--- config.mk ---
export PLATFORM = sky130hd
export DESIGN_NAME = instruction_decode_flat
export DESIGN_NICKNAME = d
export VERILOG_FILES = /design/src/rtl/dlx_pkg.sv /design/src/rtl/instruction_decode_if.sv /design/src/rtl/register_file.sv /design/src/rtl/instruction_decode.sv /design/src/flat_wrapper.sv
export SDC_FILE = /design/constraint.sdc
export NUM_CORES = 2
export LEC_CHECK = 0
export ABC_AREA = 1
export CAP_MARGIN = 20
export CORE_ASPECT_RATIO = 0.75
export CORE_UTILIZATION = 45
export CTS_CLUSTER_SIZE = 20
export DETAILED_ROUTE_END_ITERATION = 16
export HOLD_SLACK_MARGIN = 0.03
export SYNTH_ARGS = -nofsm -noshare
export SYNTH_HDL_FRONTEND = slang
export SYNTH_SLANG_ARGS = --single-unit
--- constraint.sdc ---
create_clock -name clock -period 7.2 [get_ports clock]
set_input_delay 0.72 -clock clock [delete_from_list [all_inputs] [get_ports clock]]
set_output_delay 0.72 -clock clock [all_outputs]
set_load 0.005 [all_outputs]
--- src/rtl/dlx_pkg.sv ---
// dlx_pkg: opcodes, ID/EX control bit positions and the control decoder shared by the ID stage.
package dlx_pkg;
    localparam logic [5:0] OP_R    = 6'b000000;
    localparam logic [5:0] OP_LW   = 6'b100011;
    localparam logic [5:0] OP_SW   = 6'b101011;
    localparam logic [5:0] OP_ADDI = 6'b001000;
    localparam logic [5:0] OP_BEQ  = 6'b000100;
    localparam logic [5:0] OP_J    = 6'b000010;
    localparam int CTRL_REG_WRITE  = 7;
    localparam int CTRL_MEM_READ   = 6;
    localparam int CTRL_MEM_WRITE  = 5;
    localparam int CTRL_MEM_TO_REG = 4;
    localparam int CTRL_ALU_SRC    = 3;
    localparam int CTRL_REG_DST    = 2;
    localparam int CTRL_BRANCH     = 1;
    localparam int CTRL_ILLEGAL    = 0;
    localparam logic [31:0] NOP = 32'h0;

    function automatic logic [7:0] decode_ctrl(input logic [5:0] op);
        logic [7:0] c;
        c = '0;
        case (op)
            OP_R:    begin c[CTRL_REG_WRITE] = 1'b1; c[CTRL_REG_DST] = 1'b1; end
            OP_LW:   begin c[CTRL_REG_WRITE] = 1'b1; c[CTRL_MEM_READ] = 1'b1;
                           c[CTRL_MEM_TO_REG] = 1'b1; c[CTRL_ALU_SRC] = 1'b1; end
            OP_SW:   begin c[CTRL_MEM_WRITE] = 1'b1; c[CTRL_ALU_SRC] = 1'b1; end
            OP_ADDI: begin c[CTRL_REG_WRITE] = 1'b1; c[CTRL_ALU_SRC] = 1'b1; end
            OP_BEQ:  c[CTRL_BRANCH] = 1'b1;
            OP_J:    c = '0;
            default: c[CTRL_ILLEGAL] = 1'b1;
        endcase
        return c;
    endfunction
endpackage

--- src/rtl/instruction_decode_if.sv ---
// instruction_decode_if: fetch/write-back inputs and fetch-control / ID-EX outputs of the ID stage.
interface instruction_decode_if #(parameter int PC_W = 10, parameter int DATA_W = 32);
    logic [31:0]       instruc;
    logic [PC_W-1:0]   PC_plus_1;
    logic              wb_we;
    logic [4:0]        wb_rd;
    logic [DATA_W-1:0] wb_data;
    logic              PC_write;
    logic              PC_sel;
    logic [PC_W-1:0]   jump_address;
    logic [DATA_W-1:0] ex_rs_data;
    logic [DATA_W-1:0] ex_rt_data;
    logic [DATA_W-1:0] ex_imm;
    logic [4:0]        ex_rs;
    logic [4:0]        ex_rt;
    logic [4:0]        ex_rd;
    logic [PC_W-1:0]   ex_pc_plus_1;
    logic [7:0]        ex_ctrl;

    modport master (
        output instruc, PC_plus_1, wb_we, wb_rd, wb_data,
        input  PC_write, PC_sel, jump_address, ex_rs_data, ex_rt_data, ex_imm,
               ex_rs, ex_rt, ex_rd, ex_pc_plus_1, ex_ctrl
    );
    modport slave (
        input  instruc, PC_plus_1, wb_we, wb_rd, wb_data,
        output PC_write, PC_sel, jump_address, ex_rs_data, ex_rt_data, ex_imm,
               ex_rs, ex_rt, ex_rd, ex_pc_plus_1, ex_ctrl
    );
endinterface

--- src/rtl/register_file.sv ---
// register_file: 32 x DATA_W, two async reads, one sync write, r0 hardwired to zero.
// Optional macro WB_BYPASS_EN forwards same-cycle write data to the read ports.
module register_file #(parameter int DATA_W = 32) (
    input  logic              clock,
    input  logic              reset_n,
    input  logic              i_we,
    input  logic [4:0]        i_wa,
    input  logic [DATA_W-1:0] i_wd,
    input  logic [4:0]        i_ra1,
    input  logic [4:0]        i_ra2,
    output logic [DATA_W-1:0] o_rd1,
    output logic [DATA_W-1:0] o_rd2
);
    logic [DATA_W-1:0] r_mem [32];

    always_ff @(posedge clock) begin
        if (!reset_n)
            for (int i = 0; i < 32; i++) r_mem[i] <= '0;
        else if (i_we && i_wa != 5'd0)
            r_mem[i_wa] <= i_wd;
    end

`ifdef WB_BYPASS_EN
    assign o_rd1 = (i_ra1 == 5'd0) ? '0 : (i_we && i_wa == i_ra1) ? i_wd : r_mem[i_ra1];
    assign o_rd2 = (i_ra2 == 5'd0) ? '0 : (i_we && i_wa == i_ra2) ? i_wd : r_mem[i_ra2];
`else
    assign o_rd1 = (i_ra1 == 5'd0) ? '0 : r_mem[i_ra1];
    assign o_rd2 = (i_ra2 == 5'd0) ? '0 : r_mem[i_ra2];
`endif
endmodule

--- src/rtl/instruction_decode.sv ---
// instruction_decode: DLX ID stage -- IF/ID latch, register file, control decode,
// load-use stall and J redirect, registered ID/EX bundle. Honours WB_BYPASS_EN via register_file.
module instruction_decode
    import dlx_pkg::*;
#(
    parameter int PC_W   = 10,
    parameter int DATA_W = 32
) (
    input logic clock,
    input logic reset_n,
    instruction_decode_if.slave bus
);
    logic [31:0]       r_if_instr;
    logic [PC_W-1:0]   r_if_pc;
    logic [DATA_W-1:0] r_ex_rs_data, r_ex_rt_data, r_ex_imm;
    logic [4:0]        r_ex_rs, r_ex_rt, r_ex_rd;
    logic [PC_W-1:0]   r_ex_pc;
    logic [7:0]        r_ex_ctrl;
    logic [5:0]        w_op;
    logic [4:0]        w_rs, w_rt, w_rd;
    logic [DATA_W-1:0] w_rs_data, w_rt_data, w_imm;
    logic              w_stall, w_jump;

    assign w_op  = r_if_instr[31:26];
    assign w_rs  = r_if_instr[25:21];
    assign w_rt  = r_if_instr[20:16];
    assign w_rd  = r_if_instr[15:11];
    assign w_imm = {{(DATA_W-16){r_if_instr[15]}}, r_if_instr[15:0]};
    // The bubble clears mem_read, so a stall can never last more than one cycle.
    assign w_stall = r_ex_ctrl[CTRL_MEM_READ] && r_ex_rt != 5'd0 && (r_ex_rt == w_rs || r_ex_rt == w_rt);
    assign w_jump  = w_op == OP_J && !w_stall;

    register_file #(.DATA_W(DATA_W)) u_rf (
        .clock   (clock),
        .reset_n (reset_n),
        .i_we    (bus.wb_we),
        .i_wa    (bus.wb_rd),
        .i_wd    (bus.wb_data),
        .i_ra1   (w_rs),
        .i_ra2   (w_rt),
        .o_rd1   (w_rs_data),
        .o_rd2   (w_rt_data)
    );

    always_ff @(posedge clock) begin
        if (!reset_n) begin
            r_if_instr   <= NOP;
            r_if_pc      <= '0;
            r_ex_rs_data <= '0;
            r_ex_rt_data <= '0;
            r_ex_imm     <= '0;
            r_ex_rs      <= '0;
            r_ex_rt      <= '0;
            r_ex_rd      <= '0;
            r_ex_pc      <= '0;
            r_ex_ctrl    <= '0;
        end else begin
            if (w_jump) begin
                r_if_instr <= NOP;
                r_if_pc    <= '0;
            end else if (!w_stall) begin
                r_if_instr <= bus.instruc;
                r_if_pc    <= bus.PC_plus_1;
            end
            r_ex_rs_data <= w_rs_data;
            r_ex_rt_data <= w_rt_data;
            r_ex_imm     <= w_imm;
            r_ex_rs      <= w_rs;
            r_ex_rt      <= w_rt;
            r_ex_rd      <= w_rd;
            r_ex_pc      <= r_if_pc;
            r_ex_ctrl    <= w_stall ? 8'h00 : decode_ctrl(w_op);
        end
    end

    assign bus.PC_write     = !w_stall;
    assign bus.PC_sel       = w_jump;
    assign bus.jump_address = r_if_instr[PC_W-1:0];
    assign bus.ex_rs_data   = r_ex_rs_data;
    assign bus.ex_rt_data   = r_ex_rt_data;
    assign bus.ex_imm       = r_ex_imm;
    assign bus.ex_rs        = r_ex_rs;
    assign bus.ex_rt        = r_ex_rt;
    assign bus.ex_rd        = r_ex_rd;
    assign bus.ex_pc_plus_1 = r_ex_pc;
    assign bus.ex_ctrl      = r_ex_ctrl;
endmodule

--- src/flat_wrapper.sv ---
// flat-port wrapper written by rule: the top's interface ports become plain ports
module instruction_decode_flat import dlx_pkg::*;
#(
    parameter int PC_W   = 10,
    parameter int DATA_W = 32
)
  (clock, reset_n, bus_instruc, bus_PC_plus_1, bus_wb_we, bus_wb_rd, bus_wb_data, bus_PC_write, bus_PC_sel, bus_jump_address, bus_ex_rs_data, bus_ex_rt_data, bus_ex_imm, bus_ex_rs, bus_ex_rt, bus_ex_rd, bus_ex_pc_plus_1, bus_ex_ctrl);
  instruction_decode_if #(.PC_W(PC_W), .DATA_W(DATA_W)) bus_i ();
  input logic clock;
  input logic reset_n;
  input wire logic [$bits(bus_i.instruc)-1:0] bus_instruc;
  input wire logic [$bits(bus_i.PC_plus_1)-1:0] bus_PC_plus_1;
  input wire logic [$bits(bus_i.wb_we)-1:0] bus_wb_we;
  input wire logic [$bits(bus_i.wb_rd)-1:0] bus_wb_rd;
  input wire logic [$bits(bus_i.wb_data)-1:0] bus_wb_data;
  output wire logic [$bits(bus_i.PC_write)-1:0] bus_PC_write;
  output wire logic [$bits(bus_i.PC_sel)-1:0] bus_PC_sel;
  output wire logic [$bits(bus_i.jump_address)-1:0] bus_jump_address;
  output wire logic [$bits(bus_i.ex_rs_data)-1:0] bus_ex_rs_data;
  output wire logic [$bits(bus_i.ex_rt_data)-1:0] bus_ex_rt_data;
  output wire logic [$bits(bus_i.ex_imm)-1:0] bus_ex_imm;
  output wire logic [$bits(bus_i.ex_rs)-1:0] bus_ex_rs;
  output wire logic [$bits(bus_i.ex_rt)-1:0] bus_ex_rt;
  output wire logic [$bits(bus_i.ex_rd)-1:0] bus_ex_rd;
  output wire logic [$bits(bus_i.ex_pc_plus_1)-1:0] bus_ex_pc_plus_1;
  output wire logic [$bits(bus_i.ex_ctrl)-1:0] bus_ex_ctrl;
  assign bus_i.instruc = bus_instruc;
  assign bus_i.PC_plus_1 = bus_PC_plus_1;
  assign bus_i.wb_we = bus_wb_we;
  assign bus_i.wb_rd = bus_wb_rd;
  assign bus_i.wb_data = bus_wb_data;
  assign bus_PC_write = bus_i.PC_write;
  assign bus_PC_sel = bus_i.PC_sel;
  assign bus_jump_address = bus_i.jump_address;
  assign bus_ex_rs_data = bus_i.ex_rs_data;
  assign bus_ex_rt_data = bus_i.ex_rt_data;
  assign bus_ex_imm = bus_i.ex_imm;
  assign bus_ex_rs = bus_i.ex_rs;
  assign bus_ex_rt = bus_i.ex_rt;
  assign bus_ex_rd = bus_i.ex_rd;
  assign bus_ex_pc_plus_1 = bus_i.ex_pc_plus_1;
  assign bus_ex_ctrl = bus_i.ex_ctrl;
  instruction_decode #(.PC_W(PC_W), .DATA_W(DATA_W)) u_core (.clock(clock), .reset_n(reset_n), .bus(bus_i));
endmodule
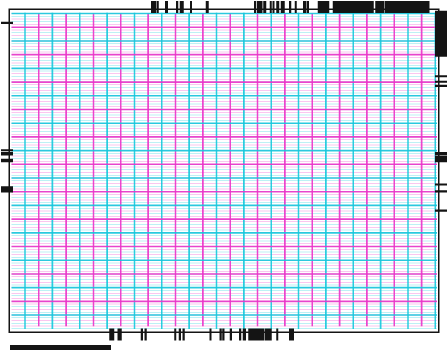
floorplan.png
The bar under the picture is 100 um long. Pins as bars on the die edge.
VDD -> magenta
VSS -> cyan
met4 straps = 31
signal pins = 223
rows = 115
met1 rails = 116
worst vdd rail ir drop: 0.000198 V
vertical die dimension: 319 um
placeable core area: 132,000 um2

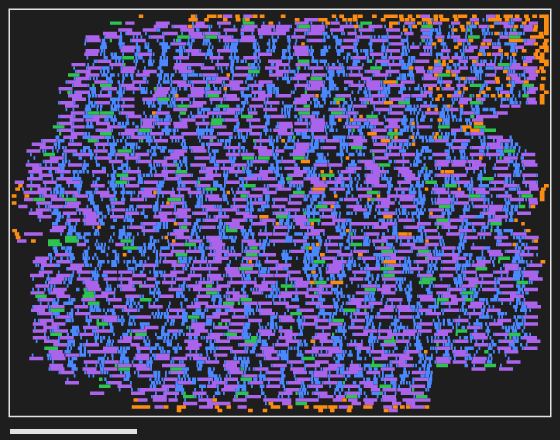
class_map.png
The bar under the picture is 100 um long.
remaining buffers and delay cells -> orange  # cells 296
remaining logic cells -> blue  # cells 5,355
sequential cells -> purple  # cells 1,173
clock drivers and dummy loads -> green  # cells 229
num rows: 115
fin area: 66,900 um2

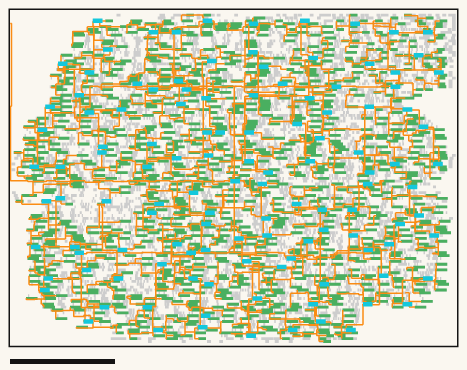
clock_wires.png
The bar under the picture is 100 um long.
clock wires -> orange  # length 16,000 um
flip-flops -> green  # count 1,173
clock-net drivers -> cyan  # count 120
routed clock nets = 121
flops lie = spread over the die
share of total power in the clock network: 38.7%
worst-skew pair later-pin latency: 780 ps
Clk. pwr: 6.46 mW
setup clock skew after layout: 33.0 ps

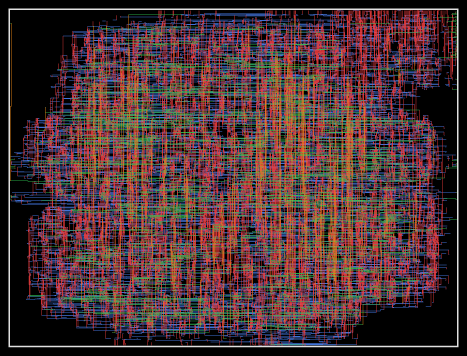
layers.png
M1 -> blue  # wire length 92.2 mm
M3 -> green  # wire length 29.2 mm
M4 -> orange  # wire length 11,000 um
M2 -> red  # wire length 96.6 mm
average wire per standard cell: 26.0 um
GRT Util Overall: 32.9%
detailed-route wire length: 229,000 um
DR vias: 52,800

-- tightest hold or removal path: cells and delay by family (launching register included) --
| kind | cells | cell delay, ps |
|---|---|---|
| flops | 1 | 310 |
| buf+inv | 1 | 30 |
| simple gates | 1 | 50 |
-- power breakdown --
part	switching [mW]	internal (mW)	total [mW]
sequential	0.224	7.78	8.00
combinational	1.61	0.597	2.21
clock	2.86	3.60	6.46
-- per-layer routing --
metal	vias up	track usage (%)	part of all wire, %
met4	0	14.6	4.8
li1	23500	-	-
met3	489	7.77	13
met2	3718	47.4	42
met1	25000	46.8	40
met5	-	0	0
-- final cells by class --
type	count	area [um2]	area share [%]
inverter	569	2160	3.22
tap	1755	2200	3.28
clock buffer	161	3360	5.03
timing repair buffer	296	2990	4.48
clock inverter	68	598	0.894
antenna	3	7.51	0.0112
multi-input combinational	4786	21800	32.6
sequential	1173	33800	50.5
-- per-stage QoR --
step	total power, mW	setup WS [ps]	hold slack (ps)
3_5_place_dp	10.3	2320	415
5_1_grt	17.1	1220	451
2_1_floorplan	9.31	4380	408
3_3_place_gp	10.2	2300	415
6_report	16.7	1500	420
4_1_cts	16.6	1490	424
-- path summary, 6_finish.rpt --
| kind | start | endpoint | slack [ps] |
|---|---|---|---|
| min | u_core.r_if_pc[8] | u_core.bus.ex_pc_plus_1[8] | 420 |
| max reg2reg | u_core.r_if_instr[25] | u_core.r_if_instr[15] | 2870 |
| min reg2reg | u_core.r_if_pc[8] | u_core.bus.ex_pc_plus_1[8] | 420 |
| max | u_core.r_if_instr[25] | bus_PC_sel | 1500 |
-- cell usage after synthesis, types with 3 or more instances --
library cell / count
sky130_fd_sc_hd__nor2_1: 1519
sky130_fd_sc_hd__nand2_1: 1119
sky130_fd_sc_hd__edfxtp_1: 1024
sky130_fd_sc_hd__o21ai_0: 719
sky130_fd_sc_hd__inv_1: 563
sky130_fd_sc_hd__a21oi_1: 449
sky130_fd_sc_hd__nand3_1: 436
sky130_fd_sc_hd__clkbuf_1: 408
sky130_fd_sc_hd__o211ai_1: 345
sky130_fd_sc_hd__dfxtp_1: 149
sky130_fd_sc_hd__buf_2: 148
sky130_fd_sc_hd__o21ai_1: 86
sky130_fd_sc_hd__buf_1: 53
sky130_fd_sc_hd__buf_4: 48
sky130_fd_sc_hd__o22ai_1: 47
sky130_fd_sc_hd__buf_6: 12
sky130_fd_sc_hd__nor3_1: 11
sky130_fd_sc_hd__o21a_1: 6
sky130_fd_sc_hd__a211oi_1: 4
sky130_fd_sc_hd__inv_2: 4
sky130_fd_sc_hd__nand2_2: 3
-- kinds of logic after synthesis --
group           Yosys count  synth area share, %
xor+xnor                  2               0.0290
simple gates           3093                 20.2
buf+inv                1238                 8.46
compound gates         1659                 15.3
other cells               1              0.00622
flops                  1173                 55.9
-- state kept, by name, summed over array words and instances, names as in the netlist --
name / count
u_core.u_rf.r_mem: 1024
u_core.bus.ex_rs_data: 32
u_core.bus.ex_rt_data: 32
u_core.r_if_instr: 32
u_core.bus.ex_imm: 15
u_core.bus.ex_pc_plus_1: 10
u_core.r_if_pc: 10
u_core.bus.ex_ctrl: 7
u_core.bus.ex_rs: 5
u_core.bus.ex_rt: 5
u_core.bus.ex_rd: 1
==> summary.txt <==
Flow results.

- The remaining max-slew budget at the tightest pin is 16.3%.
- The count of hold buffers inserted by post-cts repair is 0.
- The number of buffers inserted during clock tree synthesis is 120.
- The most numerous cell type found on the critical path is sky130_fd_sc_hd__nand2_2.
- The core occupancy in the finished layout is 50.6%.
- In the layout the commonest cells are sky130_fd_sc_hd__nor2_1, sky130_fd_sc_hd__nand2_1, sky130_fd_sc_hd__edfxtp_1.
- The number of instances on the worst hold path is 2.
- The endpoint kind of the worst setup timing path is an output port.
- Of the synthesized area, sequential elements account for 55.9%.
- The DRC violation total left in the routed layout is recorded as 0.
- The final timing report lists a max-slew violation count of 0.
- The final number of hold-violating endpoints is 0.
- The chip area from the yosys synthesis statistics is about 60,000 um2.
- The buffer_ports step reported a buffer count of approximately 220.
- The proportion of layout cells with a drive suffix above 1 is 5.39%.
- The master cell of the clock root buffer is sky130_fd_sc_hd__clkbuf_16.
- Per the synthesis report, the dominant area consumer among library cells is sky130_fd_sc_hd__edfxtp_1.
- Counting I/O delays and the setup requirement, the final critical path takes around 5700 ps.
- The average footprint of a synthesized cell is between 8 and 9 um2.
- The post-synth count of flops with an enable pin is 1,024.
- The peak per-stage delay on the critical path is 790 ps.
- The clock-pin transition on the worst setup and hold timing paths is 60 ps.
- The post-place instance area is 62,700 um2.
- The report lists the power per cell area as roughly 250 nW/um2.
- Counting the fill cells in the layout gives 12,300.
- The routability-driven placement congestion ratio is approximately 0.90.
- After clock tree synthesis, the setup repair step added 0 buffers.
- The number of antenna violations at the first check in global routing is 4.
- Of all flip-flops after synthesis, the portion carrying an async set or reset was 0%.
- TritonCTS built the clock tree.
- The report counts max-capacitance violations totalling 0.
- The run finished with clean final reports.
- The count of instances resized after the clock tree is built is 0.
- Per the synthesis report, the single largest cell type by area occupies 51.0% of cell area.
- The critical path buffer and inverter count is 4.
- Data arrives at the worst endpoint at 4980 ps.
- Once detail routing completed, the nets flagged for antenna violations numbered 0.
- Counting cells, the worst reg-to-reg path comes to 11.
- The deepest level of the CTS H-tree is 3.
- The initial utilization of the core area, before any placement, comes to 45.7%.
- Note that the worst hold path type here is reg2reg.
- Entering global routing, the biggest net connects about 230 pins.
- Per the OpenROAD floorplan log, the area of the die is roughly 140,000 um2.
- Leaving out fill and tap cells, the most frequent cell in the layout is sky130_fd_sc_hd__nor2_1.
- Setup repair after global routing left no endpoint under its margin.
- The synthesis-to-finish area growth is 10.9%.
- The worst-margin pin slew is 1260 ps.
- The first routing iteration left 8,436 violations.
- The post-synth design cell area is slightly above 60,000 um2.
- The first global-routing pass estimated roughly 330,000 um of wire.
- The type of the setup path with the least slack is reg2out.
- Sorting the synthesized cells by area gives the leading types as sky130_fd_sc_hd__edfxtp_1, sky130_fd_sc_hd__nor2_1, sky130_fd_sc_hd__nand2_1.
- The cell family contributing the most delay on the critical path is simple AND/OR/NAND/NOR gates.
- The required time of the worst setup path is 6480 ps.
- The total negative setup slack is 0 ps.
- The number of iterations in the first detailed-routing pass is 7.
- Leaving out filler cells and counting taps, the final layout contains 8,811.
- The Yosys step of the flow raised 0 warnings.
- The maximum count of clock buffers along a single path is 3.
- The post-layout net count is 7,028.
- The number of gates on the worst path with buffers counted is 11.
- The share of the clock period used by the worst path after layout is 79.1%.
- The post-DP HPWL is 136,000 um.
- The detailed placer reported the number of placed instances as 8,571.
- According to the floorplan report, the die width is 425 um.
- The leakage component of the power is 25.7 nW.
- The logs give a warning total of roughly 45.
- According to the CTS report, the clock sink count is 1,173.
- The post-synth register bit count is 1,173.
- The via count of the first global-routing pass is 47,500.
- Per the detail_route report, vias per standard cell equal 5.99.
- The timing report shows that the slowest cell on the worst path is sky130_fd_sc_hd__nand2_2.
- In the final report, the number of endpoints failing setup comes to 0.
- The count of different cell masters after synthesis is 31.
- The most used flip-flop cell after synthesis is sky130_fd_sc_hd__edfxtp_1.
- The overall overflow remaining after global route is 0.
- The boundary pin count is ~220.
- The fmax is 176 MHz.
- The highest net fanout along the worst path is 45.
- The worst setup path is launched from a flip-flop.
No activity file was given, so power comes from the tool's default toggle rates.
